Figure 1. Clock wires, drivers and flops (run 1).
(4 px per um)
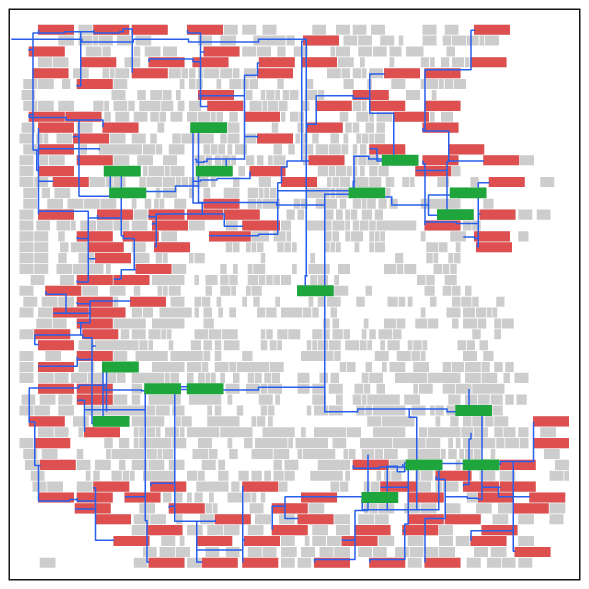
Figure 2. Local utilization (run 1).
(2 px per um) The die is cut into 14 by 14 equal tiles; white is low, dark blue is high, 0 to 100% covered.
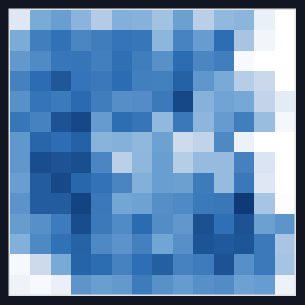
Figure 3. Congestion heat map (run 1).
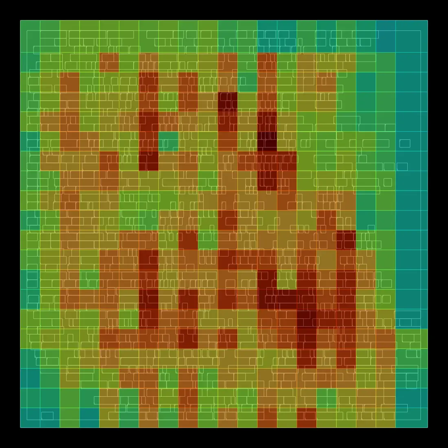
Figure 4. Signal wires on met4 (run 1).
(3 px per um)
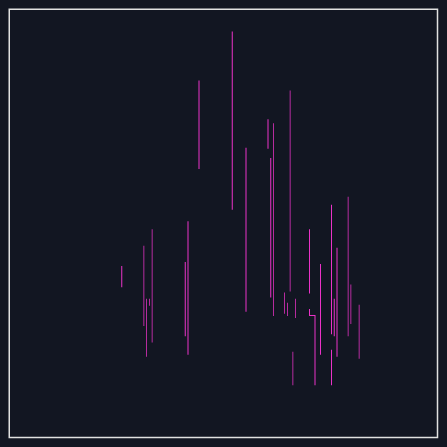
### src/rtl/efuse_pgm_ctrl_pkg.sv
// eFuse program sequencer shared types: FSM state, default timings
// and the remaining-ones helper used by the bit scanner.
package efuse_pkg;

    typedef enum logic [2:0] {
        IDLE,
        CHECK,
        SETUP,
        SCAN,
        AEN_H,
        AEN_L,
        HOLD,
        DONE
    } pgm_state_t;

    localparam int DEF_TSETUP = 2;
    localparam int DEF_TPGM   = 10;
    localparam int DEF_TGAP   = 3;

    // Widest word the helper accepts; callers zero-extend.
    localparam int MAXW = 256;

    // True when any bit at position idx or above is set.
    function automatic logic ones_from(
        input logic [MAXW-1:0] d,
        input int              idx
    );
        return (d >> idx) != '0;
    endfunction

endpackage

### src/rtl/efuse_pgm_ctrl_if.sv
// Write request channel between register block and program sequencer.
// master: sel/data/start/abort out; slave: done/err/busy/prog_cnt out.
interface efuse_pgm_ctrl_if #(
    parameter int NW   = 64,
    parameter int WSEL = 4
);
    localparam int SW = $clog2(WSEL);
    localparam int PW = $clog2(NW + 1);

    logic [SW-1:0] write_sel;
    logic [NW-1:0] write_data;
    logic          write_start;
    logic          write_abort;
    logic          write_done;
    logic          write_err;
    logic          busy_write;
    logic [PW-1:0] prog_cnt;

    modport master (
        output write_sel, write_data, write_start, write_abort,
        input  write_done, write_err, busy_write, prog_cnt
    );

    modport slave (
        input  write_sel, write_data, write_start, write_abort,
        output write_done, write_err, busy_write, prog_cnt
    );
endinterface

### src/rtl/efuse_pgm_ctrl_timer.sv
// Loadable down-counter for fuse phase timing.
// Ports: load/load_val restart the count; expired is high at zero.
module efuse_timer #(
    parameter int CW = 10
) (
    input  logic          clk,
    input  logic          rst_n,
    input  logic          load,
    input  logic [CW-1:0] load_val,
    output logic          expired
);
    logic [CW-1:0] cnt_q;

    always_ff @(posedge clk or negedge rst_n) begin
        if (!rst_n) begin
            cnt_q <= '0;
        end else if (load) begin
            cnt_q <= load_val;
        end else if (cnt_q != '0) begin
            cnt_q <= cnt_q - CW'(1);
        end
    end

    assign expired = (cnt_q == '0);
endmodule

### src/rtl/efuse_pgm_ctrl.sv
// eFuse program sequencer: blows each set bit of one word in turn.
// Ports: clk/rst_n, cfg_* timings, lock_mask, wr (request channel), efuse_* macro pins.
module efuse_pgm_ctrl
    import efuse_pkg::*;
#(
    parameter int NW    = 64,
    parameter int NBITS = 256,
    parameter int WSEL  = NBITS / NW,
    parameter int AW    = $clog2(NBITS),
    parameter int CW    = 10
) (
    input  logic            clk,
    input  logic            rst_n,
    input  logic [CW-1:0]   cfg_tsetup,
    input  logic [CW-1:0]   cfg_tpgm,
    input  logic [CW-1:0]   cfg_tgap,
    input  logic [WSEL-1:0] lock_mask,
    efuse_pgm_ctrl_if.slave wr,
    output logic            efuse_pgmen_o,
    output logic            efuse_rden_o,
    output logic            efuse_aen_o,
    output logic [AW-1:0]   efuse_addr_o
);
    localparam int SW = $clog2(WSEL);
    localparam int IW = $clog2(NW);
    localparam int PW = $clog2(NW + 1);

    pgm_state_t    state_q, state_d;
    logic [NW-1:0] data_q;
    logic [SW-1:0] sel_q;
    logic [CW-1:0] ts_q, tp_q, tg_q;
    logic [IW-1:0] idx_q, idx_d;
    logic [PW-1:0] cnt_q;
    logic [AW-1:0] addr_q;
    logic          err_q, abort_q;
    logic          accept, pulse, set_err, set_abort;
    logic          tmr_load, tmr_exp;
    logic [CW-1:0] tmr_val;
    logic          more_here, more_next;

    assign accept    = (state_q == IDLE) && wr.write_start;
    assign more_here = ones_from(MAXW'(data_q), int'(idx_q));
    assign more_next = ones_from(MAXW'(data_q), int'(idx_q) + 1);

    always_comb begin
        state_d   = state_q;
        idx_d     = idx_q;
        pulse     = 1'b0;
        set_err   = 1'b0;
        set_abort = 1'b0;
        unique case (state_q)
            IDLE: begin
                idx_d = '0;
                if (wr.write_start) state_d = CHECK;
            end
            CHECK: begin
                if (lock_mask[sel_q]) begin
                    state_d = DONE;
                    set_err = 1'b1;
                end else if (data_q == '0) begin
                    state_d = DONE;
                end else begin
                    state_d = SETUP;
                end
            end
            SETUP: begin
                if (wr.write_abort) begin
                    state_d = HOLD;
                    set_err = 1'b1;
                end else if (tmr_exp) begin
                    state_d = SCAN;
                    idx_d   = '0;
                end
            end
            SCAN: begin
                if (wr.write_abort) begin
                    state_d = HOLD;
                    set_err = 1'b1;
                end else if (!more_here) begin
                    state_d = HOLD;
                end else if (data_q[idx_q]) begin
                    state_d = AEN_H;
                    pulse   = 1'b1;
                end else begin
                    idx_d = idx_q + IW'(1);
                end
            end
            AEN_H: begin
                // Abort is only noted here; the pulse always runs full width.
                if (wr.write_abort) begin
                    set_abort = 1'b1;
                    set_err   = 1'b1;
                end
                if (tmr_exp) state_d = AEN_L;
            end
            AEN_L: begin
                if (wr.write_abort) begin
                    set_abort = 1'b1;
                    set_err   = 1'b1;
                end
                if (tmr_exp) begin
                    if (abort_q || wr.write_abort || !more_next) begin
                        state_d = HOLD;
                    end else begin
                        state_d = SCAN;
                        idx_d   = idx_q + IW'(1);
                    end
                end
            end
            HOLD: begin
                if (tmr_exp) state_d = DONE;
            end
            DONE: begin
                state_d = IDLE;
            end
        endcase
    end

    // Timer restarts on every entry into a timed phase.
    always_comb begin
        tmr_load = (state_d != state_q);
        tmr_val  = '0;
        case (state_d)
            SETUP, HOLD: tmr_val = ts_q - CW'(1);
            AEN_H:       tmr_val = tp_q - CW'(1);
            AEN_L:       tmr_val = tg_q - CW'(1);
            default:     tmr_load = 1'b0;
        endcase
    end

    efuse_timer #(.CW(CW)) u_timer (
        .clk      (clk),
        .rst_n    (rst_n),
        .load     (tmr_load),
        .load_val (tmr_val),
        .expired  (tmr_exp)
    );

    always_ff @(posedge clk or negedge rst_n) begin
        if (!rst_n) begin
            state_q <= IDLE;
            idx_q   <= '0;
            data_q  <= '0;
            sel_q   <= '0;
            ts_q    <= '0;
            tp_q    <= '0;
            tg_q    <= '0;
            cnt_q   <= '0;
            err_q   <= 1'b0;
            abort_q <= 1'b0;
            addr_q  <= '0;
        end else begin
            state_q <= state_d;
            idx_q   <= idx_d;
            // Tracks the scan index so the address leads aen by a cycle.
            addr_q  <= (state_d == IDLE) ? '0 :
                       AW'(int'(sel_q) * NW + int'(idx_d));
            if (accept) begin
                data_q  <= wr.write_data;
                sel_q   <= wr.write_sel;
                ts_q    <= (cfg_tsetup == '0) ? CW'(1) : cfg_tsetup;
                tp_q    <= (cfg_tpgm == '0) ? CW'(1) : cfg_tpgm;
                tg_q    <= (cfg_tgap == '0) ? CW'(1) : cfg_tgap;
                cnt_q   <= '0;
                err_q   <= 1'b0;
                abort_q <= 1'b0;
            end else begin
                if (pulse)     cnt_q   <= cnt_q + PW'(1);
                if (set_err)   err_q   <= 1'b1;
                if (set_abort) abort_q <= 1'b1;
            end
        end
    end

    assign efuse_pgmen_o  = (state_q == SETUP) || (state_q == SCAN) ||
                            (state_q == AEN_H) || (state_q == AEN_L) ||
                            (state_q == HOLD);
    assign efuse_aen_o    = (state_q == AEN_H);
    assign efuse_rden_o   = 1'b0;
    assign efuse_addr_o   = addr_q;
    assign wr.write_done  = (state_q == DONE);
    assign wr.busy_write  = (state_q != IDLE);
    assign wr.write_err   = err_q;
    assign wr.prog_cnt    = cnt_q;
endmodule

### src/flat_wrapper.sv
// flat-port wrapper written by rule: the top's interface ports become plain ports
module efuse_pgm_ctrl_flat import efuse_pkg::*;
#(
    parameter int NW    = 64,
    parameter int NBITS = 256,
    parameter int WSEL  = NBITS / NW,
    parameter int AW    = $clog2(NBITS),
    parameter int CW    = 10
)
  (clk, rst_n, cfg_tsetup, cfg_tpgm, cfg_tgap, lock_mask, efuse_pgmen_o, efuse_rden_o, efuse_aen_o, efuse_addr_o, wr_write_sel, wr_write_data, wr_write_start, wr_write_abort, wr_write_done, wr_write_err, wr_busy_write, wr_prog_cnt);
  efuse_pgm_ctrl_if #(.NW(NW), .WSEL(WSEL)) wr_i ();
  input  logic clk;
  input  logic rst_n;
  input  logic [CW-1:0] cfg_tsetup;
  input  logic [CW-1:0] cfg_tpgm;
  input  logic [CW-1:0] cfg_tgap;
  input  logic [WSEL-1:0] lock_mask;
  output logic efuse_pgmen_o;
  output logic efuse_rden_o;
  output logic efuse_aen_o;
  output logic [AW-1:0] efuse_addr_o;
  input wire logic [$bits(wr_i.write_sel)-1:0] wr_write_sel;
  input wire logic [$bits(wr_i.write_data)-1:0] wr_write_data;
  input wire logic [$bits(wr_i.write_start)-1:0] wr_write_start;
  input wire logic [$bits(wr_i.write_abort)-1:0] wr_write_abort;
  output wire logic [$bits(wr_i.write_done)-1:0] wr_write_done;
  output wire logic [$bits(wr_i.write_err)-1:0] wr_write_err;
  output wire logic [$bits(wr_i.busy_write)-1:0] wr_busy_write;
  output wire logic [$bits(wr_i.prog_cnt)-1:0] wr_prog_cnt;
  assign wr_i.write_sel = wr_write_sel;
  assign wr_i.write_data = wr_write_data;
  assign wr_i.write_start = wr_write_start;
  assign wr_i.write_abort = wr_write_abort;
  assign wr_write_done = wr_i.write_done;
  assign wr_write_err = wr_i.write_err;
  assign wr_busy_write = wr_i.busy_write;
  assign wr_prog_cnt = wr_i.prog_cnt;
  efuse_pgm_ctrl #(.NW(NW), .NBITS(NBITS), .WSEL(WSEL), .AW(AW), .CW(CW)) u_core (.clk(clk), .rst_n(rst_n), .cfg_tsetup(cfg_tsetup), .cfg_tpgm(cfg_tpgm), .cfg_tgap(cfg_tgap), .lock_mask(lock_mask), .wr(wr_i), .efuse_pgmen_o(efuse_pgmen_o), .efuse_rden_o(efuse_rden_o), .efuse_aen_o(efuse_aen_o), .efuse_addr_o(efuse_addr_o));
endmodule
### config.mk
export PLATFORM = sky130hd
export DESIGN_NAME = efuse_pgm_ctrl_flat
export DESIGN_NICKNAME = d
export VERILOG_FILES = /design/src/rtl/efuse_pgm_ctrl_pkg.sv /design/src/rtl/efuse_pgm_ctrl_if.sv /design/src/rtl/efuse_pgm_ctrl_timer.sv /design/src/rtl/efuse_pgm_ctrl.sv /design/src/flat_wrapper.sv
export SDC_FILE = /design/constraint.sdc
export NUM_CORES = 1
export LEC_CHECK = 0
export CORE_MARGIN = 2
export CORE_UTILIZATION = 50
export CTS_CLUSTER_DIAMETER = 40
export CTS_CLUSTER_SIZE = 20
export DETAILED_ROUTE_END_ITERATION = 10
export PLACE_DENSITY = 0.73
export SLEW_MARGIN = 20
export SYNTH_ARGS = -nofsm -noshare
export SYNTH_HDL_FRONTEND = slang
export SYNTH_SLANG_ARGS = --single-unit
### constraint.sdc
create_clock -name clk -period 9.5 [get_ports clk]
set_input_delay 1.9 -clock clk [delete_from_list [all_inputs] [get_ports clk]]
set_output_delay 1.9 -clock clk [all_outputs]
set_load 0.02 [all_outputs]
==> results.ini, run 1 <==
[cells_and_area]
area_growth_pct=20.23
nets=1159
drive_gt1_share_pct=18.89

[yosys]
synth_area_sq_um=9560
yosys_cells=962
ys.flops=132
yosysTopAreaCellShare_pct=34.55
ff_type=dfrtp_1
synthMuxAreaShare_pct=27.22
ys_top_cells_by_area=dfrtp_1 (35%), mux2_2 (11%), mux4_2 (9.4%)
yosysMostFrequentCell=dfrtp_1
topCombFamilyByArea=multiplexers
syn-instance-count=962
syn_avg_cell_area_sq_um=9.938

[critical_path]
reg2reg_depth=17

[clocking]
insertion_delay_ps=440
cts_made_buffers=17
root_buffer=clkbuf_16
ctsHtreeMaxLevel=4
ctsResizeCount=0
clock_sinks=132

[route]
drc=0
drt_iter0_markers=1025

[floorplanning]
die_area_sq_um=20240

[job]
openroad.warnings=26

[power_and_ir_drop]
power_density_nw_per_um2=348.1

[sta]
finalMaxSlewViolations=0

[status]
status=completed

## Picture notes: Figure 1
[flip-flops] red | count: 132
[clock wires] blue | length: 2020 um
[cells driving clock nets] green | count: 17
routed clock nets	18
flops lie	widely spread

## Picture notes: Figure 2
nearly empty tiles	5.1%
densest ninth of the die	west
tiles over 75% full	18%
emptiest ninth of the die	north-east
mean over tiles	55%

## Picture notes: Figure 3
total track usage: 28.30%
met1 GRT Util: 40.39%
met2 Resource Use GR: 42.66%

## Picture notes: Figure 4
main direction	vertical
share of all routed wire	2.8%
nets with wire on the layer	23
wire length on this layer	775 um
longest straight run	66.6 um

## run 1: per-layer routing
layer,wire (um),global-route usage [%],up-vias
li1,-,-,3823
met1,12180,40.39,4109
met2,12390,42.66,399
met3,2196,6.830,61
met4,775,9.053,0
met5,0,0,-
## run 1: report_power, final
part	leakage [nW]	internal [W]	switching (W)	total, W
logic	2.57	0.000995	0.00105	0.00204
registers	1.60	0.000821	0.000412	0.00123
clock network	0.309	0.000427	0.000297	0.000724
total	4.49	0.00224	0.00176	0.00400
## run 1: metrics by stage
step	worst slack (ps)	instances	power, W	area, sq um	util, %
6_report	3296	1299	0.004001	11490	61.45
5_1_grt	2854	1298	0.004251	11490	61.44
4_1_cts	3398	1298	0.003963	11490	61.42
3_5_place_dp	3437	1266	0.003209	10860	58.04
3_3_place_gp	3604	1266	0.003177	10860	58.04
2_1_floorplan	4793	962	0.002655	9560	-
## run 1: sequential cells by signal, indices dropped and copies added, names as in the netlist
name and count:
u_core.abort_q 1, u_core.data_q 64, u_core.efuse_addr_o 8, u_core.idx_q 6
u_core.sel_q 2, u_core.state_q 3, u_core.tg_q 10, u_core.tp_q 10
u_core.ts_q 10, u_core.u_timer.cnt_q 10, u_core.wr.prog_cnt 7, u_core.wr.write_err 1
## run 1: layout make-up
cell class / count / share of cell area [%]
multi-input combinational: 744 / 51.00
inverter: 23 / 0.7511
tap: 234 / 2.547
timing repair buffer: 133 / 11.41
antenna: 1 / 0.02177
clock buffer: 17 / 3.701
clock inverter: 15 / 1.796
sequential: 132 / 28.78
## run 1: worst reg2reg max path: cells and delay by family (launching register included)
family	cells	cell delay, ps
AND-OR/OR-AND	9	2400
multiplexers	4	1640
buffers and inverters	2	890
flip-flops	1	710
adder cells (fa/ha/maj)	1	330
AND/OR/NAND/NOR	1	130
Figure 5. Supply network (run 1).
(3 px per um) Pins as bars on the die edge.
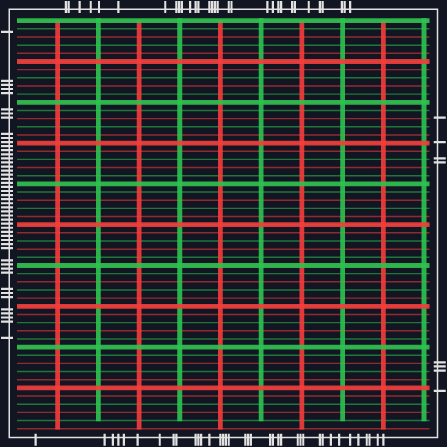

## Run 2: what changed since run 1
--- a/config.mk
+++ b/config.mk
@@ -10,7 +10,7 @@
 export CTS_CLUSTER_DIAMETER = 40
 export CTS_CLUSTER_SIZE = 20
 export DETAILED_ROUTE_END_ITERATION = 10
-export PLACE_DENSITY = 0.73
+export PLACE_DENSITY = 0.76
 export SLEW_MARGIN = 20
 export SYNTH_ARGS = -nofsm -noshare
 export SYNTH_HDL_FRONTEND = slang
==> constraint.sdc (replaced) <==
create_clock -name clk -period 5.64 [get_ports clk]
set_input_delay 1.128 -clock clk [delete_from_list [all_inputs] [get_ports clk]]
set_output_delay 1.128 -clock clk [all_outputs]
set_load 0.02 [all_outputs]
Figure 6. Supply network (run 2).
(3 px per um) Pins as bars on the die edge.
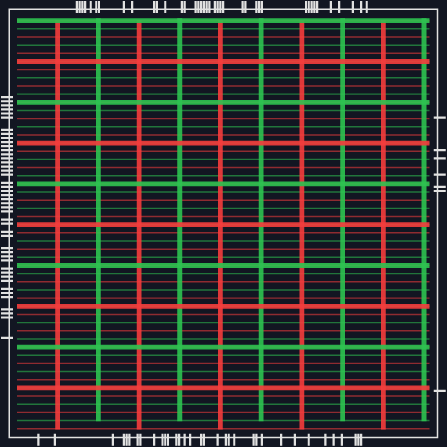
net	color
VSS	red
VDD	green
rows	50
met4 straps	10
met5 straps	10
met1 rails	51
signal pins	125

==> results.ini, run 2 <==
[place]
post-place-ws_ps=584.6  ; -2853 ps
place_area_sq_um=10970  ; +1.0%
place_inst=1276  ; +0.79%

[yosys]
syn-instance-count=962  ; unchanged
ys.flops=132  ; unchanged
yosysTopAreaCellShare_pct=34.55  ; unchanged
ys_top_cells_by_area=dfrtp_1 (35%), mux2_2 (11%), mux4_2 (9.4%)
syn_avg_cell_area_sq_um=9.938  ; unchanged
synth_area_sq_um=9560  ; unchanged
yosys_cells=962  ; unchanged

[sta]
worst_slack_ps=406.5  ; -2889 ps
finalMaxSlewViolations=0  ; unchanged

[clocking]
cts_made_buffers=17  ; unchanged
root_buffer=clkbuf_16
insertion_delay_ps=440  ; about the same
ctsResizeCount=0  ; unchanged
ctsHtreeMaxLevel=4  ; unchanged
clock_sinks=132  ; unchanged

[route]
drt_iter0_markers=1007  ; -1.8%
drc=0  ; unchanged

[cells_and_area]
postLayoutCoreUtil_pct=61.85  ; +0.39 points
largest_reg_flops=64  ; unchanged
regMostFlops=u_core.data_q
drive_gt1_share_pct=19.65  ; +0.76 points
n_antenna_cell=0  ; -1
nets=1169  ; +0.86%
fin_cells=1308  ; +0.69%

[floorplanning]
die_area_sq_um=20240  ; unchanged

[power_and_ir_drop]
power_density_nw_per_um2=586.7  ; +69%

[status]
status=completed

-- run 2: cell counts after synthesis --
Identical to the previous run, type by type.
-- run 2: final timing paths --
kind                                                end  slack [ps]  depth (start not counted)             from
worst max register to register  u_core.u_timer.cnt_q[4]         410                         17  u_core.idx_q[0]
worst min-delay path             u_core.efuse_addr_o[7]         530                          1  u_core.sel_q[1]
worst min register to register   u_core.efuse_addr_o[7]         530                          1  u_core.sel_q[1]
max in group asynchronous               u_core.sel_q[0]        3860                          2            rst_n
min in group asynchronous             u_core.data_q[38]         760                          1            rst_n
worst max-delay path            u_core.u_timer.cnt_q[4]         410                         17  u_core.idx_q[0]
-- run 2: routing by layer --
metal,global-route usage (%),part of all wire (%),vias to the layer above
met1,42.24,43,4194
met4,11.16,3.1,2
met5,0,0.042,-
met2,43.25,44,537
li1,-,-,3856
met3,6.494,9.5,76
-- run 2: kinds of logic (layout without fill, tap and decap cells) --
family	after synthesis	count (layout)	synth area share [%]
AND/OR/NAND/NOR	318	318	16.67
XOR/XNOR	20	20	1.832
buffers and inverters	86	198	4.214
AND-OR/OR-AND	205	205	14.95
flip-flops	132	132	34.55
other	1	1	0.03922
adder cells (fa/ha/maj)	4	4	0.5235
multiplexers	196	196	27.22
-- run 2: layout make-up --
class	count	area, sq um
fillers	1507	7137
flip-flops and latches	132	3308
inverters	23	86.33
clock inverters	15	173.9
well taps	234	292.8
repair buffers	143	1420
clock buffers	17	425.4
multi-input cells	744	5862
-- run 2: power by group --
group          total [W]  internal, W  switching [W]
logic            0.00357      0.00172        0.00185
registers        0.00208      0.00138       0.000697
clock network    0.00113     0.000599       0.000534
-- run 2: worst max-delay path: cells and delay by family, from the launching register on --
kind	cells	cell delay (ps)
compound gates	9	1960
fa+ha+maj	1	340
buf+inv	2	320
flops	1	750
mux	4	1540
simple gates	1	140
## Run 3: what changed since run 2
--- a/config.mk
+++ b/config.mk
@@ -7,7 +7,7 @@
 export LEC_CHECK = 0
 export CORE_MARGIN = 2
 export CORE_UTILIZATION = 50
-export CTS_CLUSTER_DIAMETER = 40
+export CTS_CLUSTER_DIAMETER = 150
 export CTS_CLUSTER_SIZE = 20
 export DETAILED_ROUTE_END_ITERATION = 10
 export PLACE_DENSITY = 0.76
Figure 7. Signal wires on met4 (run 3).
(3 px per um)
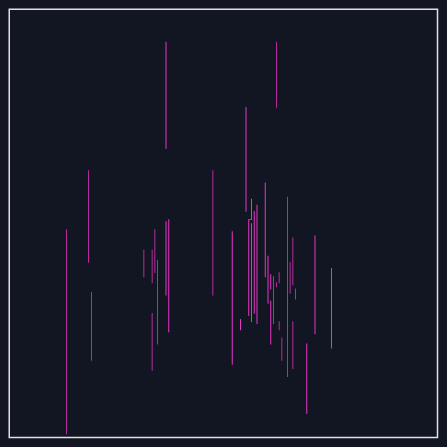
nets with wire on the layer	29
longest straight run	68.0 um
wire length on this layer	874 um

==> results.ini, run 3 <==
[cells_and_area]
largest_reg_flops=64  ; unchanged
drive_gt1_share_pct=19.65  ; unchanged
n_antenna_cell=0  ; unchanged
fin_cells=1308  ; unchanged
nets=1169  ; unchanged
postLayoutCoreUtil_pct=61.85  ; unchanged

[route]
drc=0  ; unchanged
drt_iter0_markers=1007  ; unchanged

[place]
post-place-ws_ps=584.6  ; unchanged
place_inst=1276  ; unchanged
place_area_sq_um=10970  ; unchanged

[power_and_ir_drop]
switching_share_pct=45.48  ; unchanged
p_sw_w=0.003086  ; unchanged
clock_power_share_pct=16.7  ; about the same
comb_power_share_pct=52.7  ; about the same
seq_power_share_pct=30.6  ; about the same
power_density_nw_per_um2=586.7  ; unchanged

[status]
status=completed

[critical_path]
regToRegStartpoint=u_core.idx_q[0]
reg2reg_depth=17  ; unchanged
reg2reg_to=u_core.u_timer.cnt_q[4]
critPathLaunch=u_core.idx_q[0]
worstSetupEndpoint=u_core.u_timer.cnt_q[4]
r2r_slack_ps=410  ; about the same

[clocking]
root_buffer=clkbuf_16
clock_sinks=132  ; unchanged
cts_made_buffers=17  ; unchanged
ctsHtreeMaxLevel=4  ; unchanged
insertion_delay_ps=440  ; about the same
ctsResizeCount=0  ; unchanged

[sta]
worst_slack_ps=406.5  ; unchanged

[yosys]
syn_avg_cell_area_sq_um=9.938  ; unchanged
synth_area_sq_um=9560  ; unchanged
topCombFamilyByArea=multiplexers
synth_adder_area_share_pct=0.5235  ; unchanged
synthMuxAreaShare_pct=27.22  ; unchanged
syn-instance-count=962  ; unchanged
xor_share_pct=1.832  ; unchanged
ys.flops=132  ; unchanged

[floorplanning]
die_area_sq_um=20240  ; unchanged

-- run 3: cell counts in the layout (fill, tap and decap cells not counted) --
No cell type changed its count.
-- run 3: area by class of cell --
class	count	area (sq um)
flip-flops and latches	132	3308
clock buffers	17	425.4
fillers	1507	7137
repair buffers	143	1420
multi-input cells	744	5862
well taps	234	292.8
inverters	23	86.33
clock inverters	15	173.9
-- run 3: critical path: stages (launching register included) --
cell and delay (ps):
dfrtp_4 750, buf_12 260, mux4_2 580, mux2i_1 360, o22a_1 220, o211ai_1 180
o21bai_1 210, a2111oi_0 430, a32o_1 300, nand3_4 140, a21oi_4 190, mux2_2 350
mux2i_1 250, ha_1 340, inv_1 60, a211oi_1 170, a2bb2oi_1 190, o21ai_1 70
-- run 3: layer usage --
layer  up-vias  GRT usage (%)  part of all wire (%)
met2       537          43.25                    44
met1      4194          42.24                    43
met4         2          11.16                   3.1
li1       3856              -                     -
met3        76          6.494                   9.5
met5         -              0                 0.042
-- run 3: how the worst min path moves through the flow --
stage | from | to | slack, ps | cells past startpoint
floorplan | u_core.tp_q[8] | u_core.tp_q[8] | 470 | 1
global placement | u_core.sel_q[1] | u_core.efuse_addr_o[7] | 510 | 1
detailed placement | u_core.tp_q[9] | u_core.tp_q[9] | 520 | 1
CTS | u_core.sel_q[1] | u_core.efuse_addr_o[7] | 540 | 1
global route | u_core.tp_q[9] | u_core.tp_q[9] | 560 | 1
finish | u_core.sel_q[1] | u_core.efuse_addr_o[7] | 530 | 1
-- run 3: power by group through the flow --
stage | logic, W | clock network [W] | registers (W)
floorplan | 0.00270 | 0 | 0.00177
global placement | 0.00344 | 0 | 0.00204
detailed placement | 0.00346 | 0 | 0.00206
CTS | 0.00350 | 0.00114 | 0.00205
global route | 0.00387 | 0.00119 | 0.00214
finish | 0.00357 | 0.00113 | 0.00208
No activity file was given, so power comes from the tool's default toggle rates.
